## src/rtl/medac_cnt_readout.sv

```systemverilog
`default_nettype none
// ============================================================================
// Module      : medac_cnt_readout
// Description : Captures the MEDAC result counters on a read request and
//               shifts them off-chip as a framed serial word:
//                 {HDR[7:0], snap_err, snap_cyc, CHK[7:0]}  (MSB first)
//               CHK is HDR XOR every byte of both captured counters.
//               Each bit is held for BIT_DIV clocks; at least GAP_CYC idle
//               clocks separate consecutive frames.
// Ports       : clk, rst_n (async, active-low)
//               error_origin_cnt, cycle_cnt : counter inputs (clk domain)
//               rd_req   : frame request, level-sampled
//               busy     : frame or inter-frame gap in progress
//               sdo      : serial data, idles high
//               sframe   : high for exactly the data bits of a frame
//               done     : one-cycle end-of-frame pulse
//               overrun  : sticky, request seen while busy
//               snap_err, snap_cyc : last captured counter values
// Revision    : 1.0 - initial release
// ============================================================================
module medac_cnt_readout #(
  parameter int         CNT_W   = 32,
  parameter logic [7:0] HDR     = 8'hA5,
  parameter int         BIT_DIV = 4,
  parameter int         GAP_CYC = 2
) (
  input  logic             clk,
  input  logic             rst_n,
  input  logic [CNT_W-1:0] error_origin_cnt,
  input  logic [CNT_W-1:0] cycle_cnt,
  input  logic             rd_req,
  output logic             busy,
  output logic             sdo,
  output logic             sframe,
  output logic             done,
  output logic             overrun,
  output logic [CNT_W-1:0] snap_err,
  output logic [CNT_W-1:0] snap_cyc
);

  localparam int c_FRAME_L = 16 + 2 * CNT_W;
  localparam int c_NBYTES  = CNT_W / 8;
  localparam int c_BC_W    = (BIT_DIV > 1) ? $clog2(BIT_DIV) : 1;
  localparam int c_GC_W    = (GAP_CYC > 1) ? $clog2(GAP_CYC) : 1;
  localparam int c_BI_W    = $clog2(c_FRAME_L);

  localparam logic [c_BC_W-1:0] c_BC_LAST = c_BC_W'(BIT_DIV - 1);
  localparam logic [c_GC_W-1:0] c_GC_LAST = c_GC_W'(GAP_CYC - 1);
  localparam logic [c_BI_W-1:0] c_BI_TOP  = c_BI_W'(c_FRAME_L - 1);

  typedef enum logic [1:0] {
    IDLE  = 2'd0,
    SHIFT = 2'd1,
    GAP   = 2'd2
  } state_t;

  state_t                 state_q,    state_d;
  logic [c_FRAME_L-1:0]   shreg_q,    shreg_d;
  logic [c_BC_W-1:0]      bit_cnt_q,  bit_cnt_d;
  logic [c_BI_W-1:0]      bit_idx_q,  bit_idx_d;
  logic [c_GC_W-1:0]      gap_cnt_q,  gap_cnt_d;
  logic                   busy_q,     busy_d;
  logic                   sdo_q,      sdo_d;
  logic                   sframe_q,   sframe_d;
  logic                   done_q,     done_d;
  logic                   overrun_q,  overrun_d;
  logic [CNT_W-1:0]       snap_err_q, snap_err_d;
  logic [CNT_W-1:0]       snap_cyc_q, snap_cyc_d;

  logic [7:0]             w_chk;
  logic [c_FRAME_L-1:0]   w_frame;

  // Checksum is formed from the live inputs; it is only ever loaded on the
  // capture edge, where those inputs equal the values going into snap_*.
  always_comb begin
    w_chk = HDR;
    for (int i = 0; i < c_NBYTES; i++) begin
      w_chk = w_chk ^ error_origin_cnt[8*i +: 8] ^ cycle_cnt[8*i +: 8];
    end
  end

  assign w_frame = {HDR, error_origin_cnt, cycle_cnt, w_chk};

  always_comb begin
    state_d    = state_q;
    shreg_d    = shreg_q;
    bit_cnt_d  = bit_cnt_q;
    bit_idx_d  = bit_idx_q;
    gap_cnt_d  = gap_cnt_q;
    busy_d     = busy_q;
    sdo_d      = sdo_q;
    sframe_d   = sframe_q;
    done_d     = 1'b0;
    overrun_d  = overrun_q;
    snap_err_d = snap_err_q;
    snap_cyc_d = snap_cyc_q;

    case (state_q)
      IDLE: begin
        if (rd_req) begin
          snap_err_d = error_origin_cnt;
          snap_cyc_d = cycle_cnt;
          shreg_d    = w_frame;
          sdo_d      = w_frame[c_FRAME_L-1];
          sframe_d   = 1'b1;
          busy_d     = 1'b1;
          bit_cnt_d  = '0;
          bit_idx_d  = c_BI_TOP;
          state_d    = SHIFT;
        end
      end

      SHIFT: begin
        if (rd_req) overrun_d = 1'b1;
        if (bit_cnt_q == c_BC_LAST) begin
          bit_cnt_d = '0;
          if (bit_idx_q == '0) begin
            sframe_d  = 1'b0;
            sdo_d     = 1'b1;
            done_d    = 1'b1;
            gap_cnt_d = '0;
            state_d   = GAP;
          end else begin
            // sdo mirrors the shift register MSB one bit ahead of the shift.
            bit_idx_d = bit_idx_q - 1'b1;
            sdo_d     = shreg_q[c_FRAME_L-2];
            shreg_d   = shreg_q << 1;
          end
        end else begin
          bit_cnt_d = bit_cnt_q + 1'b1;
        end
      end

      GAP: begin
        if (rd_req) overrun_d = 1'b1;
        if (gap_cnt_q == c_GC_LAST) begin
          busy_d  = 1'b0;
          state_d = IDLE;
        end else begin
          gap_cnt_d = gap_cnt_q + 1'b1;
        end
      end

      default: begin
        state_d  = IDLE;
        busy_d   = 1'b0;
        sframe_d = 1'b0;
        sdo_d    = 1'b1;
      end
    endcase
  end

  always_ff @(posedge clk or negedge rst_n) begin
    if (!rst_n) begin
      state_q    <= IDLE;
      shreg_q    <= '0;
      bit_cnt_q  <= '0;
      bit_idx_q  <= '0;
      gap_cnt_q  <= '0;
      busy_q     <= 1'b0;
      sdo_q      <= 1'b1;
      sframe_q   <= 1'b0;
      done_q     <= 1'b0;
      overrun_q  <= 1'b0;
      snap_err_q <= '0;
      snap_cyc_q <= '0;
    end else begin
      state_q    <= state_d;
      shreg_q    <= shreg_d;
      bit_cnt_q  <= bit_cnt_d;
      bit_idx_q  <= bit_idx_d;
      gap_cnt_q  <= gap_cnt_d;
      busy_q     <= busy_d;
      sdo_q      <= sdo_d;
      sframe_q   <= sframe_d;
      done_q     <= done_d;
      overrun_q  <= overrun_d;
      snap_err_q <= snap_err_d;
      snap_cyc_q <= snap_cyc_d;
    end
  end

  assign busy     = busy_q;
  assign sdo      = sdo_q;
  assign sframe   = sframe_q;
  assign done     = done_q;
  assign overrun  = overrun_q;
  assign snap_err = snap_err_q;
  assign snap_cyc = snap_cyc_q;

endmodule
`default_nettype wire

```

## config.mk

```make
export PLATFORM = sky130hd
export DESIGN_NAME = medac_cnt_readout
export DESIGN_NICKNAME = d
export VERILOG_FILES = /design/src/rtl/medac_cnt_readout.sv
export SDC_FILE = /design/constraint.sdc
export NUM_CORES = 1
export LEC_CHECK = 0
export ABC_AREA = 1
export ABC_CLOCK_PERIOD_IN_PS = 3300
export CORE_MARGIN = 5
export CORE_UTILIZATION = 50
export DETAILED_ROUTE_END_ITERATION = 16
export PLACE_DENSITY = 0.76
export SYNTH_ARGS = -nofsm -noshare
export SYNTH_HDL_FRONTEND = slang
export SYNTH_SLANG_ARGS = --single-unit
```

## constraint.sdc

```tcl
create_clock -name clk -period 3.3 [get_ports clk]
set_clock_uncertainty 0.1 [all_clocks]
set_input_delay 0.495 -clock clk [delete_from_list [all_inputs] [get_ports clk]]
set_output_delay 0.495 -clock clk [all_outputs]
set_load 0.05 [all_outputs]
```

Placement view:
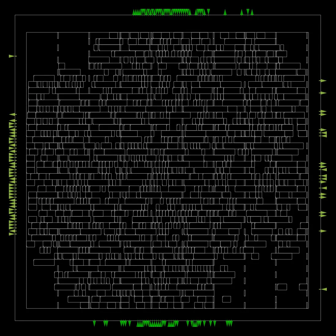
row count: 45
number of non-filler instances in the completed layout: 1300

==> results.json <==
{
  "grt_usage_pct": 23.1,
  "drtPass1Iterations": 5,
  "nNetsFinal": 1151,
  "cts_hold_buf": 1,
  "antenna_left": 0,
  "tool_warnings": 32,
  "gpl.final_weighted_congestion": 0.813,
  "critPathCaptureType": "register",
  "post-cts-setup-buffers": 0,
  "worstPathMaxFanout": 37,
  "filler_cell_count": 1313,
  "final.signal_buffer_count": 147,
  "cts_tree": "yes",
  "gr-max-usage-layer": "met2",
  "yosys-top-cells-count": "sky130_fd_sc_hd__nand2_1 (396), sky130_fd_sc_hd__dfrtp_1 (159), sky130_fd_sc_hd__inv_1 (102)",
  "largest_net_degree_at_the_start_of_global_routing": 142,
  "p_leak_nw": 5.05,
  "worstReg2RegStart": "state_q[1]",
  "cts-buffers-inserted": 17,
  "yosysTopAreaCell": "sky130_fd_sc_hd__dfrtp_1",
  "n_all_inverters": 107,
  "drv.max_cap_violation_count": 0,
  "rrSetupSlack_ns": 0.84,
  "hold_slack_ns": 0.357,
  "worst_skew_pair.late_latency_ns": 0.43,
  "syn_avg_cell_area_um2": 8.23,
  "layout.area.comb_um2": 3250,
  "final_hpwl_dp_um": 14800,
  "htree_num_levels": 4,
  "power.ir.vdd_worst_mv": 0.885,
  "worst_hold_path.endpoint": "overrun",
  "reg2regPathDepth": 9,
  "register_share_after_synthesis_pct": 50.8,
  "worst_r2r_endpoint": "shreg_q[25]",
  "synth.lib_cells_used.distinct": 33,
  "synthDominantCellAreaShare_pct": 50.5,
  "ys_area_um2": 7880,
  "drt_drc_violations_left": 0,
  "area.share.sequential_pct": 40.3,
  "setup.worst_path.start": "state_q[1]",
  "critical-path-top-cell-by-count": "sky130_fd_sc_hd__buf_4",
  "critical_path_cell_count": 9,
  "postCtsResizedCells": 0,
  "synth-edff-count": 0,
  "yosys-top-cells-area": "sky130_fd_sc_hd__dfrtp_1 (50%), sky130_fd_sc_hd__nand2_1 (19%), sky130_fd_sc_hd__o211ai_2 (6.7%)",
  "synth.cell_area_um2": 7880,
  "startpoint_type": "register",
  "comb_area_share_pct": 32.6,
  "hold_violations": 0,
  "tapcell.inserted": 211,
  "post_synth_inst_count": 958,
  "detail_route.wirelength_um": 20500,
  "globalRouteMet3Util_pct": 6.50,
  "floorplan.core_area_um2": 15300,
  "layout.sequential_cells": 160,
  "crit_type": "reg -> reg",
  "fin_crit_sh_pct": 74.4,
  "avgViaCountPerCell": 5.15,
  "kind_of_cell_adding_the_most_delay_to_the_critical_path": "buffers and inverters",
  "die_h_um": 136,
  "most_common_cell": "sky130_fd_sc_hd__nand2_1",
  "grt_setup_unrepaired": "no",
  "worst-slew-pin-transition_ns": 0.719,
  "critical-path-slowest-cell": "sky130_fd_sc_hd__dfrtp_1",
  "final.setup.tns_ns": 0,
  "report.final.setup_viol": 0,
  "worstHoldStart": "overrun",
  "fin_util_pct": 65.0,
  "first_global_vias": 6511,
  "num-multi-input-gates": 644,
  "grt_pass1_wl_um": 33200,
  "outcome": "completed",
  "post_route_cells_drive_above_1_share_pct": 8.82,
  "clock_buffers": 21
}
Placed cells, one colour a class:
Bar = 50 um.
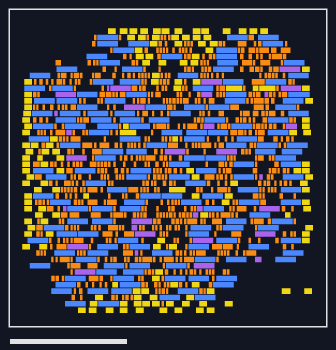
legend:
  purple:
    class: clock drivers and dummy loads
    cells: 31
    share_of_their_area: 5.5%
  orange:
    class: remaining logic cells
    cells: 751
    share_of_their_area: 38%
  blue:
    class: sequential cells
    cells: 160
    share_of_their_area: 41%
  yellow:
    class: remaining buffers and delay cells
    cells: 147
    share_of_their_area: 15%

-- kinds of logic after synthesis --
family | synth area share, %
flip-flops | 50.8
XOR/XNOR | 1.44
AND-OR/OR-AND | 15.2
buffers and inverters | 8.08
adder cells (fa/ha/maj) | 1.11
AND/OR/NAND/NOR | 23.4
-- placed cells by master (no fill, tap or decap), drive strengths merged --
master,count
nand2,398
dfrtp,159
clkdlybuf4s50,134
inv,107
o21ai,76
o211ai,64
nand3,47
clkbuf,21
nor2,15
buf,12
xnor2,8
ha,7
a21oi,6
clkinv,6
xor2,5
a22oi,4
o22ai,4
clkinvlp,4
nand3b,3
nand4,2
or2,1
a31oi,1
o31ai,1
a21o,1
a21boi,1
dlygate4sd3,1
dfstp,1
-- power by group --
| part | switching (mW) | total [mW] | leakage [nW] | internal (mW) |
|---|---|---|---|---|
| Clock | 0.792 | 1.80 | 0.256 | 1.01 |
| Sequential | 0.545 | 3.48 | 1.96 | 2.93 |
| Combinational | 3.91 | 5.81 | 2.83 | 1.90 |
| Total | 5.25 | 11.1 | 5.05 | 5.84 |
-- registers in the layout, indices dropped and copies added (netlist names) --
signal     flops
busy           1
shreg_q       79
done           1
bit_cnt_q      2
snap_err      32
overrun        1
gap_cnt_q      1
state_q        2
sframe         1
snap_cyc      32
sdo            1
bit_idx_q      7
-- per-stage QoR --
stage	setup WS, ns	total power, mW	cell area (um^2)	std cells
floorplan	1.48	7.68	7880	958
global placement	0.687	9.17	9410	1268
detailed placement	0.637	9.31	9410	1268
CTS	0.825	11.2	9950	1300
global route	0.593	11.9	9950	1300
finish	0.844	11.1	9950	1300
-- per-layer routing --
metal  share of wire, %  wire length (um)
met3                7.3              1500
met5                  0                 0
met2                 49             10000
met1                 42              8580
met4                1.6               333
No activity file was given, so power comes from the tool's default toggle rates.
